### src/rtl/level_pkg.sv
// Shared types and constants for the pick-band lock levels.
package level_pkg;

  // Level sequencer states.
  typedef enum logic [2:0] {
    S_IDLE,
    S_LOAD,
    S_SEEK,
    S_HOLD,
    S_PIN_OK,
    S_DONE,
    S_FAIL
  } state_t;

  // 8-bit Fibonacci LFSR feedback taps 8,6,5,4 (bits 7,5,4,3). This tap set is maximal length.
  localparam logic [7:0] LFSR_TAPS = 8'b1011_1000;

  // Number of bits needed to hold a band index for n bands.
  function automatic int band_w(input int n);
    return (n <= 2) ? 1 : $clog2(n);
  endfunction

endpackage

### src/rtl/band_quantizer.sv
// Maps a pick Y pixel to one of NUM_BANDS equal-height bands, registered.
// A compare chain is used instead of a divider; the last threshold crossed wins.
module band_quantizer #(
  parameter int NUM_BANDS = 32,
  parameter int BAND_H    = 14,
  parameter int Y_TOP     = 32
) (
  input  logic       Clk,
  input  logic       Reset,
  input  logic [9:0] pickY,
  output logic [5:0] bandIdx,
  output logic       bandValid
);

  localparam int Y_END = Y_TOP + NUM_BANDS * BAND_H;

  logic [5:0] bandIdx_d, bandIdx_q;
  logic       bandValid_d, bandValid_q;
  int         py;

  assign py = int'({22'd0, pickY});

  // Band decode: outside the band area the index is forced to 0.
  always_comb begin
    bandIdx_d   = '0;
    bandValid_d = 1'b0;
    if ((py >= Y_TOP) && (py < Y_END)) begin
      bandValid_d = 1'b1;
      for (int k = 1; k < NUM_BANDS; k++) begin
        if (py >= Y_TOP + k * BAND_H) begin
          bandIdx_d = 6'(k);
        end
      end
    end
  end

  // Output register: one cycle of latency from pickY.
  always_ff @(posedge Clk) begin
    if (Reset) begin
      bandIdx_q   <= '0;
      bandValid_q <= 1'b0;
    end else begin
      bandIdx_q   <= bandIdx_d;
      bandValid_q <= bandValid_d;
    end
  end

  assign bandIdx   = bandIdx_q;
  assign bandValid = bandValid_q;

endmodule

### src/rtl/level_pick_seq.sv
// Multi-pin pick level: draw a random target band per pin, the player presses
// openner on that band and holds it for HOLD_CYC frames. Misses lead to fail.
//
//   state    | meaning
//   ---------+-----------------------------------------------------------
//   S_IDLE   | waiting for levelStart
//   S_LOAD   | stepping LFSR until a legal target band is drawn
//   S_SEEK   | waiting for a press; a press off-target counts as a miss
//   S_HOLD   | openner held on target, counting frame ticks
//   S_PIN_OK | pin cleared; advance to next pin or finish
//   S_DONE   | all pins cleared, levelDone held
//   S_FAIL   | misses exhausted, levelFail held
module level_pick_seq
  import level_pkg::*;
#(
  parameter int         NUM_BANDS  = 32,
  parameter int         BAND_H     = 14,
  parameter int         Y_TOP      = 32,
  parameter int         NUM_PINS   = 3,
  parameter int         HOLD_CYC   = 30,
  parameter int         MAX_MISSES = 3,
  parameter logic [7:0] LFSR_SEED  = 8'hA5
) (
  input  logic       Clk,
  input  logic       Reset,
  input  logic       levelStart,
  input  logic       openner,
  input  logic [9:0] pickY,
  input  logic       frame_tick,
  output logic       levelDone,
  output logic       levelFail,
  output logic [5:0] curTarget,
  output logic [5:0] bandIdx,
  output logic       bandValid,
  output logic [2:0] pinIdx,
  output logic [2:0] missCount,
  output logic [7:0] holdProg
);

  localparam int         BW        = band_w(NUM_BANDS);
  localparam logic [7:0] CAND_MASK = 8'((1 << BW) - 1);
  localparam logic [6:0] NB7       = 7'(NUM_BANDS);
  localparam logic [2:0] LAST_PIN  = 3'(NUM_PINS - 1);
  localparam logic [7:0] HOLD_8    = 8'(HOLD_CYC);
  localparam logic [2:0] MAX_M3    = 3'(MAX_MISSES);

  state_t     state_d, state_q;
  logic [7:0] lfsr_d, lfsr_q;
  logic [5:0] curTarget_d, curTarget_q;
  logic [2:0] pinIdx_d, pinIdx_q;
  logic [2:0] missCount_d, missCount_q;
  logic [7:0] holdProg_d, holdProg_q;
  logic       openner_q;

  logic [5:0] band_idx;
  logic       band_valid;
  logic       press;
  logic       on_target;
  logic [7:0] lfsr_next;
  logic [5:0] cand;
  logic       cand_ok;
  logic [2:0] miss_inc;
  logic [7:0] hold_inc;

  band_quantizer #(
    .NUM_BANDS(NUM_BANDS),
    .BAND_H   (BAND_H),
    .Y_TOP    (Y_TOP)
  ) u_quant (
    .Clk      (Clk),
    .Reset    (Reset),
    .pickY    (pickY),
    .bandIdx  (band_idx),
    .bandValid(band_valid)
  );

  // Helper terms: press edge, target match, LFSR candidate, counter increments.
  always_comb begin
    press     = openner & ~openner_q;
    on_target = band_valid && (band_idx == curTarget_q);
    lfsr_next = {lfsr_q[6:0], ^(lfsr_q & LFSR_TAPS)};
    cand      = 6'(lfsr_next & CAND_MASK);
    cand_ok   = ({1'b0, cand} < NB7);
    miss_inc  = missCount_q + 3'd1;
    hold_inc  = (holdProg_q == 8'hFF) ? holdProg_q : holdProg_q + 8'd1;
  end

  // Next-state and counter updates; levelStart overrides any transition.
  always_comb begin
    state_d     = state_q;
    lfsr_d      = lfsr_q;
    curTarget_d = curTarget_q;
    pinIdx_d    = pinIdx_q;
    missCount_d = missCount_q;
    holdProg_d  = holdProg_q;

    case (state_q)
      S_IDLE: begin
      end
      S_LOAD: begin
        lfsr_d = lfsr_next;
        if (cand_ok) begin
          curTarget_d = cand;
          state_d     = S_SEEK;
        end
      end
      S_SEEK: begin
        if (press) begin
          if (on_target) begin
            holdProg_d = '0;
            state_d    = S_HOLD;
          end else begin
            missCount_d = miss_inc;
            state_d     = (miss_inc == MAX_M3) ? S_FAIL : S_SEEK;
          end
        end
      end
      S_HOLD: begin
        if (!openner) begin
          state_d = S_SEEK;
        end else if (!on_target) begin
          // A slip beats a same-cycle frame tick.
          missCount_d = miss_inc;
          state_d     = (miss_inc == MAX_M3) ? S_FAIL : S_SEEK;
        end else if (frame_tick) begin
          holdProg_d = hold_inc;
          if (hold_inc == HOLD_8) begin
            state_d = S_PIN_OK;
          end
        end
      end
      S_PIN_OK: begin
        if (pinIdx_q == LAST_PIN) begin
          state_d = S_DONE;
        end else begin
          pinIdx_d   = pinIdx_q + 3'd1;
          holdProg_d = '0;
          state_d    = S_LOAD;
        end
      end
      S_DONE, S_FAIL: begin
      end
      default: state_d = S_IDLE;
    endcase

    if (levelStart) begin
      pinIdx_d    = '0;
      missCount_d = '0;
      holdProg_d  = '0;
      state_d     = S_LOAD;
    end
  end

  // State, LFSR and counter registers.
  always_ff @(posedge Clk) begin
    if (Reset) begin
      state_q     <= S_IDLE;
      lfsr_q      <= LFSR_SEED;
      curTarget_q <= '0;
      pinIdx_q    <= '0;
      missCount_q <= '0;
      holdProg_q  <= '0;
      openner_q   <= 1'b0;
    end else begin
      state_q     <= state_d;
      lfsr_q      <= lfsr_d;
      curTarget_q <= curTarget_d;
      pinIdx_q    <= pinIdx_d;
      missCount_q <= missCount_d;
      holdProg_q  <= holdProg_d;
      openner_q   <= openner;
    end
  end

  assign levelDone = (state_q == S_DONE);
  assign levelFail = (state_q == S_FAIL);
  assign curTarget = curTarget_q;
  assign bandIdx   = band_idx;
  assign bandValid = band_valid;
  assign pinIdx    = pinIdx_q;
  assign missCount = missCount_q;
  assign holdProg  = holdProg_q;

endmodule

### config.mk
export PLATFORM = sky130hd
export DESIGN_NAME = level_pick_seq
export DESIGN_NICKNAME = d
export VERILOG_FILES = /design/src/rtl/level_pkg.sv /design/src/rtl/band_quantizer.sv /design/src/rtl/level_pick_seq.sv
export SDC_FILE = /design/constraint.sdc
export NUM_CORES = 1
export LEC_CHECK = 0
export CORE_MARGIN = 2
export CORE_UTILIZATION = 48
export DETAILED_ROUTE_END_ITERATION = 10
export PLACE_DENSITY = 0.84
export SLEW_MARGIN = 40
export SYNTH_ARGS = -nofsm -noshare
export SYNTH_HDL_FRONTEND = slang
export SYNTH_SLANG_ARGS = --single-unit
### constraint.sdc
create_clock -name Clk -period 1.9 [get_ports Clk]
set_clock_uncertainty 0.15 [all_clocks]
set_input_delay 0.38 -clock Clk [delete_from_list [all_inputs] [get_ports Clk]]
set_output_delay 0.38 -clock Clk [all_outputs]
set_load 0.01 [all_outputs]
==> notes.md <==
impl run done, here's what came out: Cell Area, Synth 2516 um2, GP Congestion 0.9552, CTS clock-pin slew for the worst setup and hold paths 70 ps, YS chip area ~2500 um2, Psw around 570 uW, Cells after DPL approximately 500, status finished with violations, Setup CP Type input port to flop, Compound Share, Synth 25.86%, H-tree levels 2, # DRC 0, yosys warns 0, initial antenna violation count 0, number of enable flip-flop cells 0, nets ~460, FFs w/ async S/R, synth 0%, DIE WIDTH 76.40 um, WL/cell 17.17 um, clk root buf clkbuf_8, Num CTS Buffers 5, switching share of power 29.42%, 1st-iter DRT viols 158, CP Data Arrival Time 2030 ps, # IOs 44, Final period util 103.6%, gr usage total 27.11%, Post-Route WL 8808 um, Area growth syn-to-layout 54.05%, main flop type dfxtp_1, n_diodes 0, Pleak 0.001611 uW, register share of total power slightly below 40%, Setup crit end kind flop, final cell count without fillers between 500 and 600, Clock Tree Buf Depth 2, violated checks setup timing, Tmin final 1969 ps, global-route wire length before repair approximately 13000 um, max-slew violations 0, Final Hold Fails 0, # Cells Yosys 333, fmax 507.9 MHz, post-synthesis simple-gate area fraction between 20 and 30%, HP Class flop to flop, Post-synth seq share around 27%, grt total ovfl 0, core area 5075 um2, via count 3100, Pint around 1400 uW, iteration count of the initial detailed-routing pass 5, CTS tree done, DP HPWL 5877 um, Tool Warnings 33, final setup fails 7, Pre-Place Util 49.58%, most numerous logic cells after layout buf_4, nand2_1, a21oi_1, nor2_1, clkdlybuf4s50_1, maximum vdd drop 0.3202 mV, Synth Area in XOR/XNOR 4.873%, Port Buffers 40, Rows 26, largest net degree at the start of global routing 15, vias in the first global route 2878, Avg Cell Area, Syn around 7.6 um2, Synthesized registers 34, Post-Synthesis Cells roughly 330, Chip Area ~5800 um2, Antenna Violating Nets Remaining 0, Multiplexer share 1.641%, RSZ-0062 raised after global routing true, distinct lib cells 63, vias per cell about 6.0, Worst Setup Start Kind input port, Post-Synth Adder-Cell Area ~3%, Clk network pwr share 33.0%, share of layout cells above drive strength 1 35.44%, fin worst setup slack -68.86 ps, die height 76.40 um, number of max-cap violations 0
## what timing repair did
item / 4_1_cts / 5_1_grt
gates resized: 29 / 44
setup buffers: 0 / 3
hold buffers: 0 / 0
cloned: 0 / 2
pin swaps: 13 / 14
endpoints found under the setup margin: 12 / 22
hold endpoints to repair: 0 / 0
## path summary, 6_finish.rpt
check,from,to,slack [ps],cells after the start
hold / removal,lfsr_q[6]$_SDFFE_PP0P_,lfsr_q[6]$_SDFFE_PP0P_,330,2
hold reg to reg,lfsr_q[6]$_SDFFE_PP0P_,lfsr_q[6]$_SDFFE_PP0P_,330,2
setup / recovery,pickY[9],u_quant.bandIdx[0]$_SDFF_PP0_,-70,9
setup reg to reg,lfsr_q[1]$_SDFFE_PP0P_,holdProg[3]$_SDFFE_PP0P_,-60,8
## state kept, by name, summed over array words and instances (netlist names)
signal             cells
curTarget              2
holdProg               8
lfsr_q                 8
missCount              3
openner_q              1
pinIdx                 3
state_q                3
u_quant.bandIdx        5
u_quant.bandValid      1
## routing by layer
| metal | GRT usage, % | part of all wire (%) |
|---|---|---|
| met5 | 0 | 0 |
| met3 | 3.791 | 6.5 |
| met1 | 33.14 | 41 |
| met4 | 9.455 | 3.1 |
| met2 | 48.50 | 50 |
## critical path, cell delays in order
cell and delay (ps):
clkdlybuf4s50_1 460, buf_4 170, nor3_2 230, buf_4 150, nand2_1 40, a21oi_1 160, o311ai_1 100, and4_1 200
o21ai_1 140
## final cells by class
class / count / area [um2]
Clock buffer: 8 / 110.1
Fill cell: 349 / 1199
Inverter: 13 / 53.80
Multi-Input combinational cell: 261 / 1824
Sequential cell: 34 / 695.7
Tap cell: 70 / 87.58
Timing Repair Buffer: 127 / 1105
## synth_stat cells (all sizes together), types with 3 or more instances
master / instances / area share (%)
a211oi: 4 / 1.2
a21o: 3 / 0.90
a21oi: 33 / 6.6
a31o: 3 / 1.0
a31oi: 6 / 1.5
and3: 5 / 1.2
and4: 4 / 1.4
buf: 20 / 4.9
clkbuf: 6 / 0.94
dfxtp: 34 / 27
ha: 6 / 3.0
inv: 12 / 1.8
mux2i: 3 / 1.2
nand2: 35 / 5.2
nand2b: 8 / 2.0
nand3: 9 / 2.3
nand3b: 5 / 1.5
nand4: 5 / 1.2
nand4b: 3 / 1.0
nor2: 33 / 4.9
nor3: 10 / 2.8
nor4: 4 / 0.99
o211ai: 5 / 1.5
o21ai: 18 / 3.6
o21bai: 5 / 1.5
xnor2: 11 / 3.8
xor2: 3 / 1.0
## power groups by stage
stage                     combinational [uW]  clock, uW  sequential (uW)
after detailed placement                 477          0              780
final                                    531        640              767
after floorplan                          238          0              784
after global routing                     568        669              770
after CTS                                493        642              765
after global placement                   468          0              778
## through the flow
| step | utilization [%] | setup slack [ps] | cell area (um2) | setup TNS, ps | power [uW] |
|---|---|---|---|---|---|
| floorplan | - | -29.15 | 2551 | -44.18 | 1021 |
| global placement | 69.60 | -537.7 | 3532 | -4722 | 1246 |
| detailed placement | 69.60 | -630.0 | 3532 | -5250 | 1258 |
| CTS | 73.15 | -120.5 | 3712 | -194.6 | 1900 |
| global route | 76.38 | -142.7 | 3876 | -853.9 | 2008 |
| finish | 76.38 | -68.86 | 3876 | -225.0 | 1938 |
### Metal layers overlaid

Only two layers are drawn.
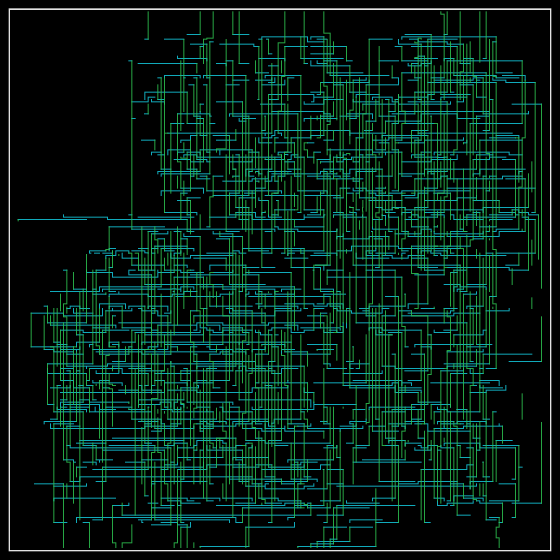
- M2: green (wire length 4390 um)
- M1: cyan (wire length 3580 um)

### Clock routing

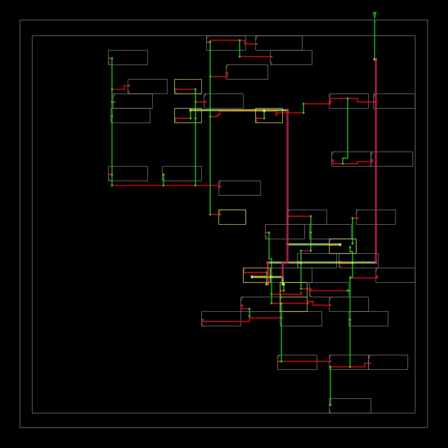
Clock Power: 640 uW
registers: 34
Clock Latency Late Sink: 290 ps
clock sinks: 34
CLK BUF: 8

### Gate families picked out

Scale bar: 20 um.
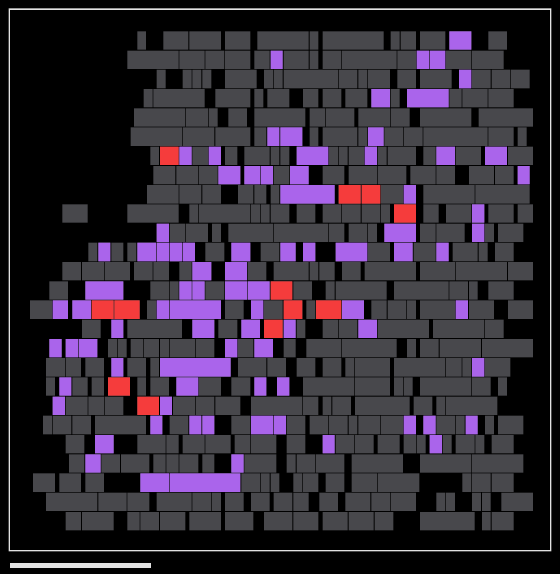
- aoi and oai cells: purple (cells 86)
- non-inverting ao/oa cells: red (cells 12; where center)

Power figures rest on the tool's default switching activity, not on a simulated workload.
